## src/rtl/sdram_port_arbiter_pkg.sv

```systemverilog
// -----------------------------------------------------------------------------
// sdram_port_arbiter_pkg
//   Shared definitions for the SDRAM port arbiter slice:
//     - DATA_W          : command / read data width (16)
//     - arb_state_e     : arbiter FSM encoding (IDLE=0, ISSUE=1)
//     - addr_width()    : AW = ROW_BITS + COL_BITS + BANK_BITS
//     - port_id_width() : width of a port ID, clog2(NUM_PORTS), at least 1
// -----------------------------------------------------------------------------
package sdram_port_arbiter_pkg;

  localparam int DATA_W = 16;

  typedef enum logic [0:0] {
    ST_IDLE  = 1'b0,
    ST_ISSUE = 1'b1
  } arb_state_e;

  function automatic int addr_width(input int row_bits, input int col_bits,
                                    input int bank_bits);
    return row_bits + col_bits + bank_bits;
  endfunction

  function automatic int port_id_width(input int num_ports);
    return (num_ports > 2) ? $clog2(num_ports) : 1;
  endfunction

endpackage

```

## src/rtl/sdram_port_arbiter_tag_fifo.sv

```systemverilog
// -----------------------------------------------------------------------------
// sdram_tag_fifo
//   Synchronous FIFO holding the port ID of every read accepted by the SDRAM
//   controller, so returning read data can be routed back in issue order.
//
//   Ports:
//     clk, rst_n : clock, asynchronous active-low reset (empties the FIFO)
//     push, din  : write din when push=1 and not full (ignored when full)
//     pop        : drop the head entry when pop=1 and not empty (ignored
//                  when empty)
//     dout       : current head entry (valid while empty=0)
//     full/empty : occupancy flags
//     count      : number of stored entries, 0..DEPTH
//
//   Push and pop in the same cycle both take effect; the count is unchanged.
//   DEPTH must be a power of two >= 2 so the pointers wrap naturally.
// -----------------------------------------------------------------------------
module sdram_tag_fifo #(
  parameter  int WIDTH = 1,
  parameter  int DEPTH = 4,
  localparam int PTR_W = $clog2(DEPTH),
  localparam int CNT_W = PTR_W + 1
) (
  input  logic             clk,
  input  logic             rst_n,
  input  logic             push,
  input  logic [WIDTH-1:0] din,
  input  logic             pop,
  output logic [WIDTH-1:0] dout,
  output logic             full,
  output logic             empty,
  output logic [CNT_W-1:0] count
);

  logic [WIDTH-1:0] mem [DEPTH];
  logic [PTR_W-1:0] wr_ptr;
  logic [PTR_W-1:0] rd_ptr;
  logic             do_push;
  logic             do_pop;

  assign full    = (count == CNT_W'(DEPTH));
  assign empty   = (count == '0);
  assign do_push = push && !full;
  assign do_pop  = pop && !empty;
  assign dout    = mem[rd_ptr];

  // Storage carries no reset; only pointers and count define validity.
  always_ff @(posedge clk) begin
    if (do_push) begin
      mem[wr_ptr] <= din;
    end
  end

  always_ff @(posedge clk or negedge rst_n) begin
    if (!rst_n) begin
      wr_ptr <= '0;
      rd_ptr <= '0;
      count  <= '0;
    end else begin
      if (do_push) begin
        wr_ptr <= wr_ptr + PTR_W'(1);
      end
      if (do_pop) begin
        rd_ptr <= rd_ptr + PTR_W'(1);
      end
      case ({do_push, do_pop})
        2'b10:   count <= count + CNT_W'(1);
        2'b01:   count <= count - CNT_W'(1);
        default: count <= count;
      endcase
    end
  end

endmodule

```

## src/rtl/sdram_port_arbiter.sv

```systemverilog
// -----------------------------------------------------------------------------
// sdram_port_arbiter
//   Round-robin arbiter sharing one SDRAM controller command interface among
//   NUM_PORTS requesters. One winning request is latched onto cmd_* and held
//   until the controller accepts it; the port ID of every accepted read is
//   queued so returned read data is steered back to its requester in order.
//
//   Ports:
//     clk, rst_n     : clock, asynchronous active-low reset
//     req_valid      : per-port request valid
//     req_write      : per-port direction, 1=write 0=read
//     req_addr       : per-port address, port p at [p*AW +: AW]
//     req_wdata      : per-port write data, port p at [p*16 +: 16]
//     req_ready      : one-hot, 1-cycle accept pulse to the granted port
//     cmd_valid      : command to controller valid
//     cmd_write      : command direction
//     cmd_addr       : command address
//     cmd_wdata      : command write data
//     cmd_ready      : controller accept pulse
//     rd_valid       : controller read data valid
//     rd_data        : controller read data
//     rsp_valid      : one-hot read response valid
//     rsp_rdata      : read response data (shared, holds last value)
//     err_orphan     : sticky, read data arrived with no outstanding read
//     dbg_state      : arbiter FSM state
//     dbg_rr_ptr     : round-robin pointer (next port to be considered first)
//     dbg_tag_count  : outstanding reads held in the tag FIFO
//
//   Handshakes: a request transfers in the cycle where req_valid[p] and
//   req_ready[p] are both 1; the requester keeps req_* stable from raising
//   req_valid until that cycle (dropping req_valid earlier withdraws it).
//   A command transfers in the cycle where cmd_valid and cmd_ready are both
//   1; cmd_* stay constant while cmd_valid=1, and cmd_ready with
//   cmd_valid=0 has no effect.
// -----------------------------------------------------------------------------
module sdram_port_arbiter
  import sdram_port_arbiter_pkg::*;
#(
  parameter  int NUM_PORTS = 2,
  parameter  int ROW_BITS  = 13,
  parameter  int COL_BITS  = 9,
  parameter  int BANK_BITS = 2,
  parameter  int MAX_RD    = 4,
  localparam int AW        = addr_width(ROW_BITS, COL_BITS, BANK_BITS),
  localparam int ID_W      = port_id_width(NUM_PORTS),
  localparam int CNT_W     = $clog2(MAX_RD) + 1
) (
  input  logic                        clk,
  input  logic                        rst_n,
  input  logic [NUM_PORTS-1:0]        req_valid,
  input  logic [NUM_PORTS-1:0]        req_write,
  input  logic [NUM_PORTS*AW-1:0]     req_addr,
  input  logic [NUM_PORTS*DATA_W-1:0] req_wdata,
  output logic [NUM_PORTS-1:0]        req_ready,
  output logic                        cmd_valid,
  output logic                        cmd_write,
  output logic [AW-1:0]               cmd_addr,
  output logic [DATA_W-1:0]           cmd_wdata,
  input  logic                        cmd_ready,
  input  logic                        rd_valid,
  input  logic [DATA_W-1:0]           rd_data,
  output logic [NUM_PORTS-1:0]        rsp_valid,
  output logic [DATA_W-1:0]           rsp_rdata,
  output logic                        err_orphan,
  output arb_state_e                  dbg_state,
  output logic [ID_W-1:0]             dbg_rr_ptr,
  output logic [CNT_W-1:0]            dbg_tag_count
);

  arb_state_e           state;
  logic [ID_W-1:0]      rr_ptr;
  logic [ID_W-1:0]      cmd_port;

  logic [AW-1:0]        addr_arr  [NUM_PORTS];
  logic [DATA_W-1:0]    wdata_arr [NUM_PORTS];
  logic [NUM_PORTS-1:0] eligible;
  logic                 grant_found;
  logic [ID_W-1:0]      grant_id;
  logic [NUM_PORTS-1:0] grant_oh;
  logic [ID_W-1:0]      rr_next;
  int                   cand;

  logic                 tag_push;
  logic                 tag_pop;
  logic [ID_W-1:0]      tag_head;
  logic                 fifo_full;
  logic                 fifo_empty;
  logic [CNT_W-1:0]     fifo_count;

  // Unpack the flat per-port buses into arrays indexed by port.
  always_comb begin
    for (int p = 0; p < NUM_PORTS; p++) begin
      addr_arr[p]  = req_addr[p*AW +: AW];
      wdata_arr[p] = req_wdata[p*DATA_W +: DATA_W];
    end
  end

  // A read is only eligible while the tag FIFO has room, so a read can never
  // be accepted by the controller without a slot for its tag.
  always_comb begin
    eligible    = req_valid & (req_write | {NUM_PORTS{~fifo_full}});
    grant_found = 1'b0;
    grant_id    = '0;
    cand        = 0;
    for (int i = 0; i < NUM_PORTS; i++) begin
      cand = int'(rr_ptr) + i;
      if (cand >= NUM_PORTS) begin
        cand = cand - NUM_PORTS;
      end
      if (!grant_found && eligible[ID_W'(cand)]) begin
        grant_found = 1'b1;
        grant_id    = ID_W'(cand);
      end
    end
    grant_oh = grant_found ? (NUM_PORTS'(1) << grant_id) : '0;
    rr_next  = (int'(grant_id) == NUM_PORTS - 1) ? '0 : grant_id + ID_W'(1);
  end

  // The accept pulse is issued in the grant cycle itself, so the requester
  // can retire its request at the same edge that latches it into cmd_*.
  assign req_ready = (rst_n && state == ST_IDLE) ? grant_oh : '0;

  always_ff @(posedge clk or negedge rst_n) begin
    if (!rst_n) begin
      state     <= ST_IDLE;
      rr_ptr    <= '0;
      cmd_valid <= 1'b0;
      cmd_write <= 1'b0;
      cmd_addr  <= '0;
      cmd_wdata <= '0;
      cmd_port  <= '0;
    end else begin
      case (state)
        ST_IDLE: begin
          if (grant_found) begin
            cmd_valid <= 1'b1;
            cmd_write <= req_write[grant_id];
            cmd_addr  <= addr_arr[grant_id];
            cmd_wdata <= wdata_arr[grant_id];
            cmd_port  <= grant_id;
            rr_ptr    <= rr_next;
            state     <= ST_ISSUE;
          end
        end
        ST_ISSUE: begin
          if (cmd_ready) begin
            cmd_valid <= 1'b0;
            state     <= ST_IDLE;
          end
        end
        default: begin
          cmd_valid <= 1'b0;
          state     <= ST_IDLE;
        end
      endcase
    end
  end

  assign tag_push = (state == ST_ISSUE) && cmd_ready && !cmd_write;
  assign tag_pop  = rd_valid && !fifo_empty;

  sdram_tag_fifo #(
    .WIDTH (ID_W),
    .DEPTH (MAX_RD)
  ) u_tag_fifo (
    .clk   (clk),
    .rst_n (rst_n),
    .push  (tag_push),
    .din   (cmd_port),
    .pop   (tag_pop),
    .dout  (tag_head),
    .full  (fifo_full),
    .empty (fifo_empty),
    .count (fifo_count)
  );

  // Read data is steered to the oldest outstanding read's port one cycle
  // after it arrives; data with nothing outstanding only raises the flag.
  always_ff @(posedge clk or negedge rst_n) begin
    if (!rst_n) begin
      rsp_valid  <= '0;
      rsp_rdata  <= '0;
      err_orphan <= 1'b0;
    end else begin
      rsp_valid <= tag_pop ? (NUM_PORTS'(1) << tag_head) : '0;
      if (tag_pop) begin
        rsp_rdata <= rd_data;
      end
      if (rd_valid && fifo_empty) begin
        err_orphan <= 1'b1;
      end
    end
  end

  assign dbg_state     = state;
  assign dbg_rr_ptr    = rr_ptr;
  assign dbg_tag_count = fifo_count;

endmodule

```

## config.mk

```make
export PLATFORM = sky130hd
export DESIGN_NAME = sdram_port_arbiter
export DESIGN_NICKNAME = d
export VERILOG_FILES = /design/src/rtl/sdram_port_arbiter_pkg.sv /design/src/rtl/sdram_port_arbiter_tag_fifo.sv /design/src/rtl/sdram_port_arbiter.sv
export SDC_FILE = /design/constraint.sdc
export NUM_CORES = 1
export LEC_CHECK = 0
export CAP_MARGIN = 10
export CORE_AREA = 8 8 127 99
export DETAILED_ROUTE_END_ITERATION = 8
export DIE_AREA = 0 0 135 107
export MAX_ROUTING_LAYER = met4
export PLACE_DENSITY_LB_ADDON = 0.05
export REMOVE_ABC_BUFFERS = 1
export SYNTH_ARGS = -nofsm -noshare
export SYNTH_HDL_FRONTEND = slang
export SYNTH_HIERARCHICAL = 1
export SYNTH_SLANG_ARGS = --single-unit
```

## constraint.sdc

```tcl
create_clock -name clk -period 4.1 [get_ports clk]
set_clock_uncertainty 0.1 [all_clocks]
set_input_delay 0.82 -clock clk [delete_from_list [all_inputs] [get_ports clk]]
set_output_delay 0.82 -clock clk [all_outputs]
set_load 0.005 [all_outputs]
```

==> out/metrics.cfg, run 1 <==
[cts]
cts_tree = built
hold_buffers = 0
cts-root-buf = clkbuf_16
clock_tree.buffer_depth = 2

[detailed_routing]
met1Wirelength_um = 4130
met2_length_um = 4320
highest_layer = met4
viasPerCell = 4.38

[yosys]
yosys.area.top_type = dfrtp_1
synth.avg_cell_area_sq_um = 15.6
ys_seq_share_pct = 52.5
synthCells = 232
ys_cells = 232

[final_layout]
lay_top_cells = clkdlybuf4s50_1, mux2_2, dfrtp_1, mux2_4, clkbuf_16
regMostFlops = cmd_addr
final_area_sq_um = 5670
fin_util_pct = 53.2

[placed_design]
dp_cells = 534
placed_area_sq_um = 5380

[worst_setup_path]
cp.required_ps = 3180
cp-startpoint = req_write[0]
r2r_slack_ps = 1650
reg2reg_depth = 10
endpoint = req_ready[1]

[global_route]
grt_max_degree = 65
use_met1_pct = 15.8
grt.busiest_layer = met2

[floorplanning]
taps = 140

[power_and_ir_drop]
maxPowerGroup = combinational cells
peakVddDrop_mv = 0.216
power_mw = 3.82
seqPwrFrac_pct = 35.1
clock_power_mw = 0.762
p_clk_share_pct = 19.9

[timing]
slew_headroom_pct = 45.7
fin_setup_tns_ps = 0
worstMarginPinSlew_ps = 815

[outcome]
status = finished clean

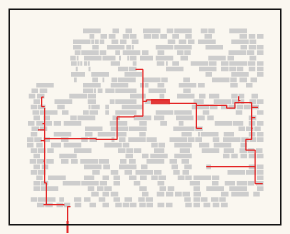
Figure 1: run 1, wires at chosen ports, followed through buffers.
(2 px per um)
`dbg_rr_ptr`: drawn in red, bits 1, direction output, edge bottom, end cells 1, buffers 1, wire 331 um.
I/O Pins: 172
# port buffers: 170

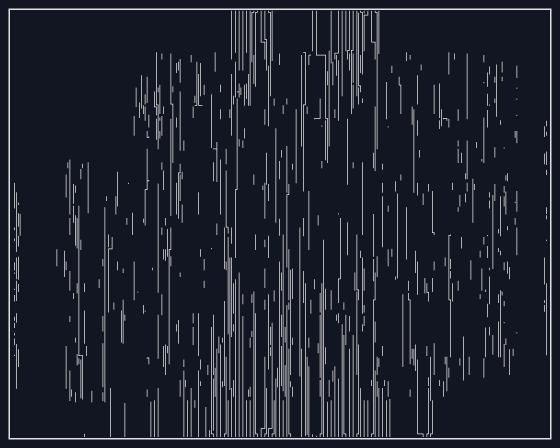
Figure 2: run 1, M2 wires.
(4 px per um)
The wires run mostly vertical. The longest straight run is 49.1 um. 443 nets have wire on it.
M2 GR Usage: 20.9%
DRT Wirelength: 9360 um
routed via count: 2406

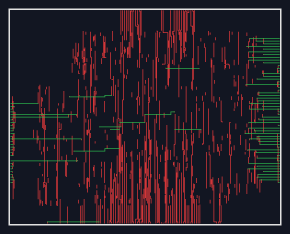
Figure 3: run 1, signal wires by layer.
(2 px per um) Only two layers are drawn.
M3: drawn in green, wire length 821 um. M2: drawn in red, wire length 4320 um.
DR WL/cell: 17.0 um
gr usage total: 13.3%

Figure 4. Pin placement (run 1).
(4 px per um) Pins as bars across the die edge, other pins in grey.
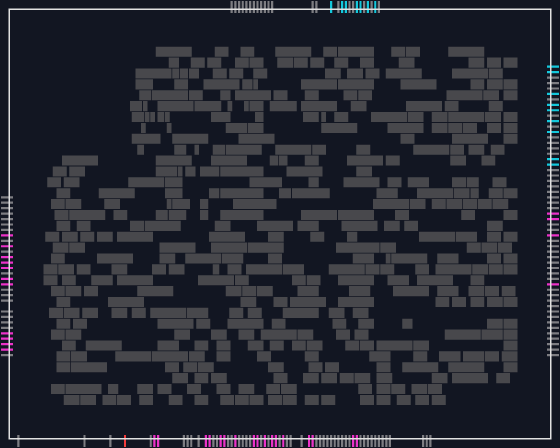

--- run 2 (diff from run 1) ---
- clock period: 4.1 -> 2.8 ns (I/O delays scaled with it)
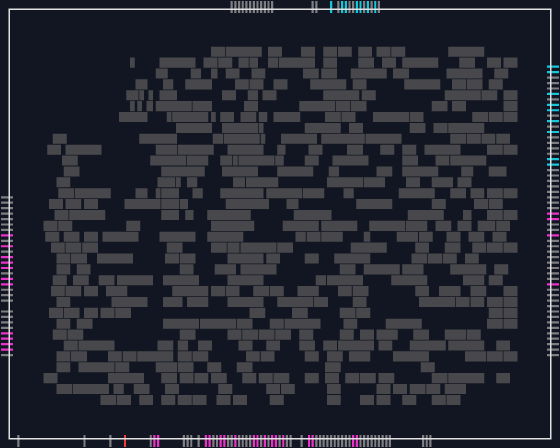
Figure 5: run 2, pin placement.
(4 px per um) Pins as bars across the die edge, other pins in grey.
`req_wdata`: drawn in magenta, pins 32, direction input, edge 17 bottom, 11 left, 4 right. `rd_data`: drawn in cyan, pins 16, direction input, edge 9 right, 7 top. `dbg_rr_ptr`: drawn in red, pins 1, direction output, edge bottom.
chip height: 107 um
Die Width: 135 um

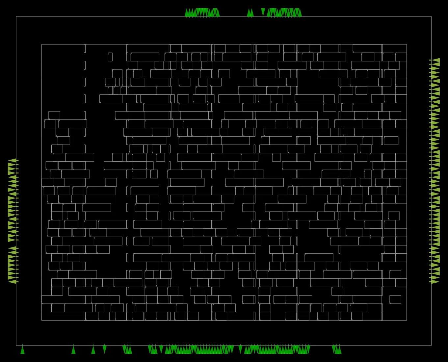
Figure 6: run 2, cell outlines without signal wires.
Non-Filler Instances: 554
Finished Core Util: 54.1%

==> out/metrics.cfg, run 2 <==
[outcome]
status = finished clean

[timing]
worstMarginPinSlew_ps = 781
fin_setup_tns_ps = 0

[yosys]
synth.avg_cell_area_sq_um = 15.6
ys_seq_share_pct = 52.5
synthCells = 232
ys_cells = 232

[detailed_routing]
highest_layer = met4
finalWirelength_um = 9610

[power_and_ir_drop]
seqPwrFrac_pct = 33.0
maxPowerGroup = combinational cells
power_mw = 5.84
clock_power_mw = 1.31

[global_route]
use_met1_pct = 16.7

[placed_design]
placed_area_sq_um = 5390
io_buffers = 170

[worst_setup_path]
r2r_slack_ps = 500
cp.required_ps = 2140
reg2reg_depth = 5
cp-startpoint = u_tag_fifo/count[0]$_DFFE_PN0P_

[cts]
clock_tree.buffer_depth = 2
cts_tree = built
hold_buffers = 1
cts-root-buf = clkbuf_16

[floorplanning]
ios = 172

Figure 7. M2 wires (run 2).
(4 px per um)
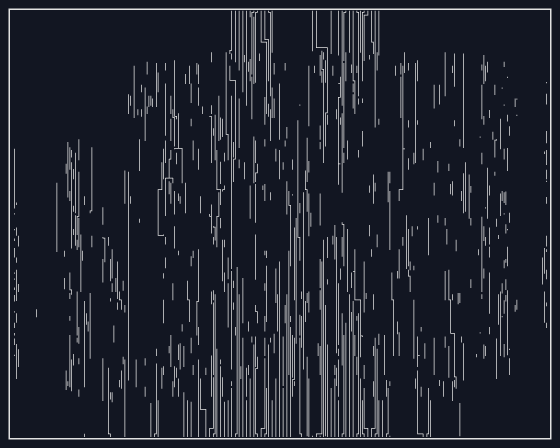

--- run 3 (diff from run 2) ---
- CORE_AREA: 8 8 127 99 -> 2 2 121 93
- DIE_AREA: 0 0 135 107 -> 0 0 123 95
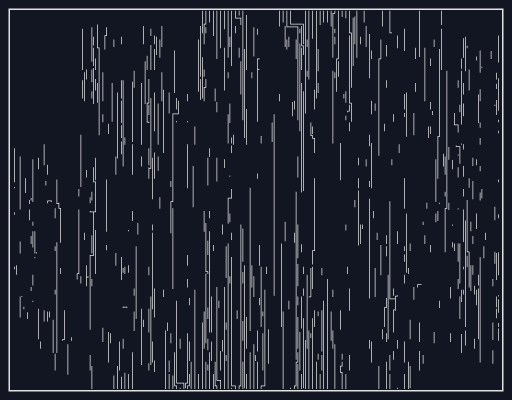
Figure 8: run 3, M2 wires.
(4 px per um)
The wires run mostly vertical. The longest straight run is 45.2 um. The layer holds 44% of the routed length.
M2 GR Usage: 22.5%
DRT Wirelength: 8460 um
routed via count: 2428

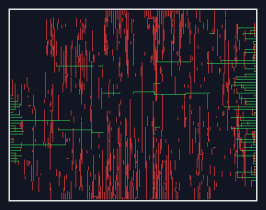
Figure 9: run 3, signal wires by layer.
(2 px per um) Only two layers are drawn.
M3: drawn in green, wire length 581 um. M2: drawn in red, wire length 3700 um.
DR WL/cell: 15.4 um
gr usage total: 15.4%

==> out/metrics.cfg, run 3 <==
[placed_design]
io_buffers = 170
placed_area_sq_um = 5380

[floorplanning]
fp.dieH_um = 95

[worst_setup_path]
r2r_slack_ps = 460

[power_and_ir_drop]
maxPowerGroup = combinational cells
peakVddDrop_mv = 0.380

[detailed_routing]
highest_layer = met4
met1Wirelength_um = 4060
viasPerCell = 4.41

[yosys]
ys_seq_share_pct = 52.5
synthCells = 232

[final_layout]
fin_util_pct = 53.9
lay_top_cells = clkdlybuf4s50_1, mux2_2, dfrtp_1, mux2_4, clkbuf_16

[outcome]
status = finished clean

[cts]
cts-root-buf = clkbuf_16
hold_buffers = 1

[global_route]
use_met1_pct = 20.4

[timing]
slew_headroom_pct = 46.9
worstMarginPinSlew_ps = 797
fin_setup_tns_ps = 0

